$ cat src/rtl/rst_ctrl_pkg.sv
// Shared types and constants for the Sonata system reset controller.
//   rst_state_e   : controller FSM state encoding
//   Cause*        : bit positions within the one-hot reset cause vector
//   ResetCountW   : width of the saturating reset counter
package rst_ctrl_pkg;

   localparam int unsigned CauseW      = 4;
   localparam int unsigned ResetCountW = 8;

   localparam int unsigned CausePor  = 0;
   localparam int unsigned CauseLock = 1;
   localparam int unsigned CauseBtn  = 2;
   localparam int unsigned CauseSw   = 3;

   typedef enum logic [1:0] {
      StWaitLock = 2'd0,
      StHold     = 2'd1,
      StBtn      = 2'd2,
      StRun      = 2'd3
   } rst_state_e;

   // One-hot cause vector with only bit idx set
   function automatic logic [CauseW-1:0] cause_onehot(input int unsigned idx);
      return CauseW'(1) << idx;
   endfunction

endpackage

$ cat src/rtl/rst_debounce.sv
// Synchroniser chain followed by a stability filter.
//   clk_i, rst_ni : clock and synchronous active-low reset
//   async_i       : asynchronous (possibly bouncy) level input
//   stable_o      : synchronised level, updated only after DebounceCycles
//                   consecutive cycles of disagreement with the current value
module rst_debounce #(
   parameter int unsigned SyncStages     = 2,
   parameter int unsigned DebounceCycles = 50000,
   parameter logic        RstVal         = 1'b1
) (
   input  logic clk_i,
   input  logic rst_ni,
   input  logic async_i,
   output logic stable_o
);

   localparam int unsigned CntW = (DebounceCycles > 1) ? $clog2(DebounceCycles) : 1;
   localparam logic [CntW-1:0] CntMax = CntW'(DebounceCycles - 1);

   logic [SyncStages-1:0] sync_q;
   logic [CntW-1:0]       cnt_q;
   logic                  stable_q;
   logic                  sync_s;

   assign sync_s   = sync_q[SyncStages-1];
   assign stable_o = stable_q;

   // Metastability chain; bit 0 samples the raw input
   always_ff @(posedge clk_i) begin
      if (!rst_ni) begin
         sync_q <= {SyncStages{RstVal}};
      end else begin
         sync_q <= {sync_q[SyncStages-2:0], async_i};
      end
   end

   // Accept a new level only once it has disagreed for DebounceCycles cycles
   always_ff @(posedge clk_i) begin
      if (!rst_ni) begin
         cnt_q    <= '0;
         stable_q <= RstVal;
      end else if (sync_s != stable_q) begin
         if (cnt_q == CntMax) begin
            stable_q <= sync_s;
            cnt_q    <= '0;
         end else begin
            cnt_q <= cnt_q + CntW'(1);
         end
      end else begin
         cnt_q <= '0;
      end
   end

endmodule

$ cat src/rtl/rst_ctrl_sonata.sv
// System reset controller for the clk_sys domain.
//   clk_i, rst_ni  : clock and synchronous active-low controller reset
//   pll_locked_i   : asynchronous PLL lock indication
//   ext_rst_ni     : asynchronous, bouncy board reset button (active-low)
//   sw_rst_req_i   : single-cycle software reset request
//   rst_sys_no     : registered active-low system reset, high only in RUN
//   reset_cause_o  : one-hot cause of the last exit from RUN {sw,btn,lock,por}
//   reset_count_o  : saturating count of exits from RUN since rst_ni
module rst_ctrl_sonata
   import rst_ctrl_pkg::*;
#(
   parameter int unsigned SyncStages     = 2,
   parameter int unsigned DebounceCycles = 50000,
   parameter int unsigned HoldCycles     = 1024
) (
   input  logic                   clk_i,
   input  logic                   rst_ni,
   input  logic                   pll_locked_i,
   input  logic                   ext_rst_ni,
   input  logic                   sw_rst_req_i,
   output logic                   rst_sys_no,
   output logic [CauseW-1:0]      reset_cause_o,
   output logic [ResetCountW-1:0] reset_count_o
);

   localparam int unsigned HoldW = (HoldCycles > 1) ? $clog2(HoldCycles) : 1;
   localparam logic [HoldW-1:0] HoldMax = HoldW'(HoldCycles - 1);

   logic [SyncStages-1:0]  lock_sync_q;
   logic                   lock_s;
   logic                   btn_stable;
   logic                   btn_pressed;

   rst_state_e             state_q, state_d;
   logic [HoldW-1:0]       hold_cnt_q, hold_cnt_d;
   logic [CauseW-1:0]      cause_q, cause_d, exit_cause;
   logic [ResetCountW-1:0] count_q, count_d;
   logic                   rst_sys_q;

   assign lock_s        = lock_sync_q[SyncStages-1];
   assign btn_pressed   = ~btn_stable;
   assign rst_sys_no    = rst_sys_q;
   assign reset_cause_o = cause_q;
   assign reset_count_o = count_q;

   // Lock synchroniser; resets to "unlocked"
   always_ff @(posedge clk_i) begin
      if (!rst_ni) begin
         lock_sync_q <= '0;
      end else begin
         lock_sync_q <= {lock_sync_q[SyncStages-2:0], pll_locked_i};
      end
   end

   // Button synchroniser + debounce; resets to "released"
   rst_debounce #(
      .SyncStages     (SyncStages),
      .DebounceCycles (DebounceCycles),
      .RstVal         (1'b1)
   ) u_btn_debounce (
      .clk_i    (clk_i),
      .rst_ni   (rst_ni),
      .async_i  (ext_rst_ni),
      .stable_o (btn_stable)
   );

   // Next state, hold counter and cause/count bookkeeping
   always_comb begin
      state_d    = state_q;
      hold_cnt_d = '0;
      cause_d    = cause_q;
      count_d    = count_q;
      exit_cause = '0;

      case (state_q)
         StWaitLock: begin
            if (lock_s) state_d = StHold;
         end
         StHold: begin
            if (!lock_s) begin
               state_d = StWaitLock;
            end else if (btn_pressed) begin
               state_d = StBtn;
            end else if (hold_cnt_q == HoldMax) begin
               state_d = StRun;
            end else begin
               hold_cnt_d = hold_cnt_q + HoldW'(1);
            end
         end
         StBtn: begin
            if (!lock_s) begin
               state_d = StWaitLock;
            end else if (!btn_pressed) begin
               state_d = StHold;
            end
         end
         StRun: begin
            if (!lock_s) begin
               state_d    = StWaitLock;
               exit_cause = cause_onehot(CauseLock);
            end else if (btn_pressed) begin
               state_d    = StBtn;
               exit_cause = cause_onehot(CauseBtn);
            end else if (sw_rst_req_i) begin
               state_d    = StHold;
               exit_cause = cause_onehot(CauseSw);
            end
         end
         default: state_d = StWaitLock;
      endcase

      // Only an exit from RUN is recorded; re-triggers inside reset are not
      if (state_q == StRun && state_d != StRun) begin
         cause_d = exit_cause;
         if (count_q != '1) count_d = count_q + ResetCountW'(1);
      end
   end

   // State and output registers
   always_ff @(posedge clk_i) begin
      if (!rst_ni) begin
         state_q    <= StWaitLock;
         hold_cnt_q <= '0;
         cause_q    <= cause_onehot(CausePor);
         count_q    <= '0;
         rst_sys_q  <= 1'b0;
      end else begin
         state_q    <= state_d;
         hold_cnt_q <= hold_cnt_d;
         cause_q    <= cause_d;
         count_q    <= count_d;
         rst_sys_q  <= (state_d == StRun);
      end
   end

endmodule

$ cat config.mk
export PLATFORM = sky130hd
export DESIGN_NAME = rst_ctrl_sonata
export DESIGN_NICKNAME = d
export VERILOG_FILES = /design/src/rtl/rst_ctrl_pkg.sv /design/src/rtl/rst_debounce.sv /design/src/rtl/rst_ctrl_sonata.sv
export SDC_FILE = /design/constraint.sdc
export NUM_CORES = 1
export LEC_CHECK = 0
export ABC_AREA = 0
export CORE_ASPECT_RATIO = 0.9
export CORE_UTILIZATION = 45
export DETAILED_ROUTE_END_ITERATION = 16
export PLACE_DENSITY = 0.77
export SKIP_CTS_REPAIR_TIMING = 1
export SYNTH_ARGS = -nofsm -noshare
export SYNTH_HDL_FRONTEND = slang
export SYNTH_SLANG_ARGS = --single-unit
$ cat constraint.sdc
create_clock -name clk_i -period 1.45 [get_ports clk_i]
set_input_delay 0.3625 -clock clk_i [delete_from_list [all_inputs] [get_ports clk_i]]
set_output_delay 0.3625 -clock clk_i [all_outputs]
set_load 0.005 [all_outputs]
### Signal wires on met1

Drawn at 4 px/um. Supply wires on this layer in gray.
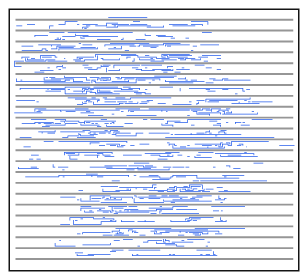
wire length on this layer: 2000 um
longest straight run: 27.1 um
nets with wire on the layer: 258
share of all routed wire: 46%
main direction: horizontal
GR met1 Demand/Resource: 24.9%
vias after detailed routing: 1714
final WL: 4360 um

### Met2 routing

Drawn at 4 px/um.
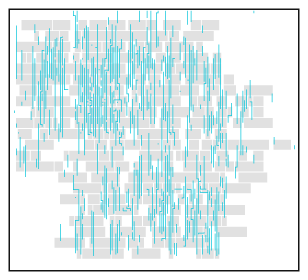
nets with wire on the layer: 238
wire length on this layer: 2070 um
share of all routed wire: 48%

### Met3 routing

Drawn at 4 px/um.
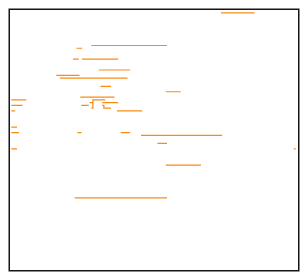
wire length on this layer: 168 um
main direction: horizontal
share of all routed wire: 3.9%
nets with wire on the layer: 21
longest straight run: 22.8 um
grt met3 use: 6.07%

==> results.yml <==
# implementation run metrics
power_and_ir_drop:
  sequentialPowerShare_pct: 62.0
  maxPowerGroup: "sequential cells"
  p_per_area_nw_per_um2: 748
  p_seq_w: 0.00127
  finalPower_w: 0.00204
logic_synthesis:
  ys.flop_type: "dfxtp_1"
  synth_flops: 46
  ys_chip_area_um2: 1980
  yosys.area.top_type: "dfxtp_1"
  synth.cellmix.compoundShare_pct: 8.39
final_layout:
  stdcell_count: 330
  flop-count: 46
  final_area_um2: 2730
  lay_top_cells: "buf_4, dfxtp_1, nor2_1"
  area_growth_pct: 37.7
  seq_share_pct: 34.8
  clockBufferCount: 7
  antenna_cells: 0
  nets: 278
timing:
  maxSlewViolCount: 0
  finalSetupViolCount: 0
  whs_ps: 407
  fmax_mhz: 702
  finClkSkew_ps: 7.19
critical_path:
  crit_cells: 6
  r2r-start: "lock_sync_q[1]$_SDFF_PN0_"
  crit_path_max_fanout: 7
  cp-endpoint: "reset_count_o[4]$_SDFFE_PN0P_"
  required_ps: 1680
  path_cells: "buf_4 -> nand3b_1 -> buf_4 -> o211ai_4 -> or3_1 -> a21oi_1"
  slowest_delay_ps: 350
  r2r_end: "reset_count_o[4]$_SDFFE_PN0P_"
global_routing:
  grtUsageMet2_pct: 28.1
  grt_max_degree: 17
drt:
  m1WireLength_um: 2000
  firstDrtPassIters: 4
floorplan:
  die_area_um2: 4680
outcome:
  status: "completed"
clock_network:
  cts_root_buf: "clkbuf_8"
place:
  place_inst: 316
  dpl_cell_area_um2: 2440
worst_hold_path:
  holdCritStartpoint: "u_btn_debounce.sync_q[0]$_SDFF_PN1_"
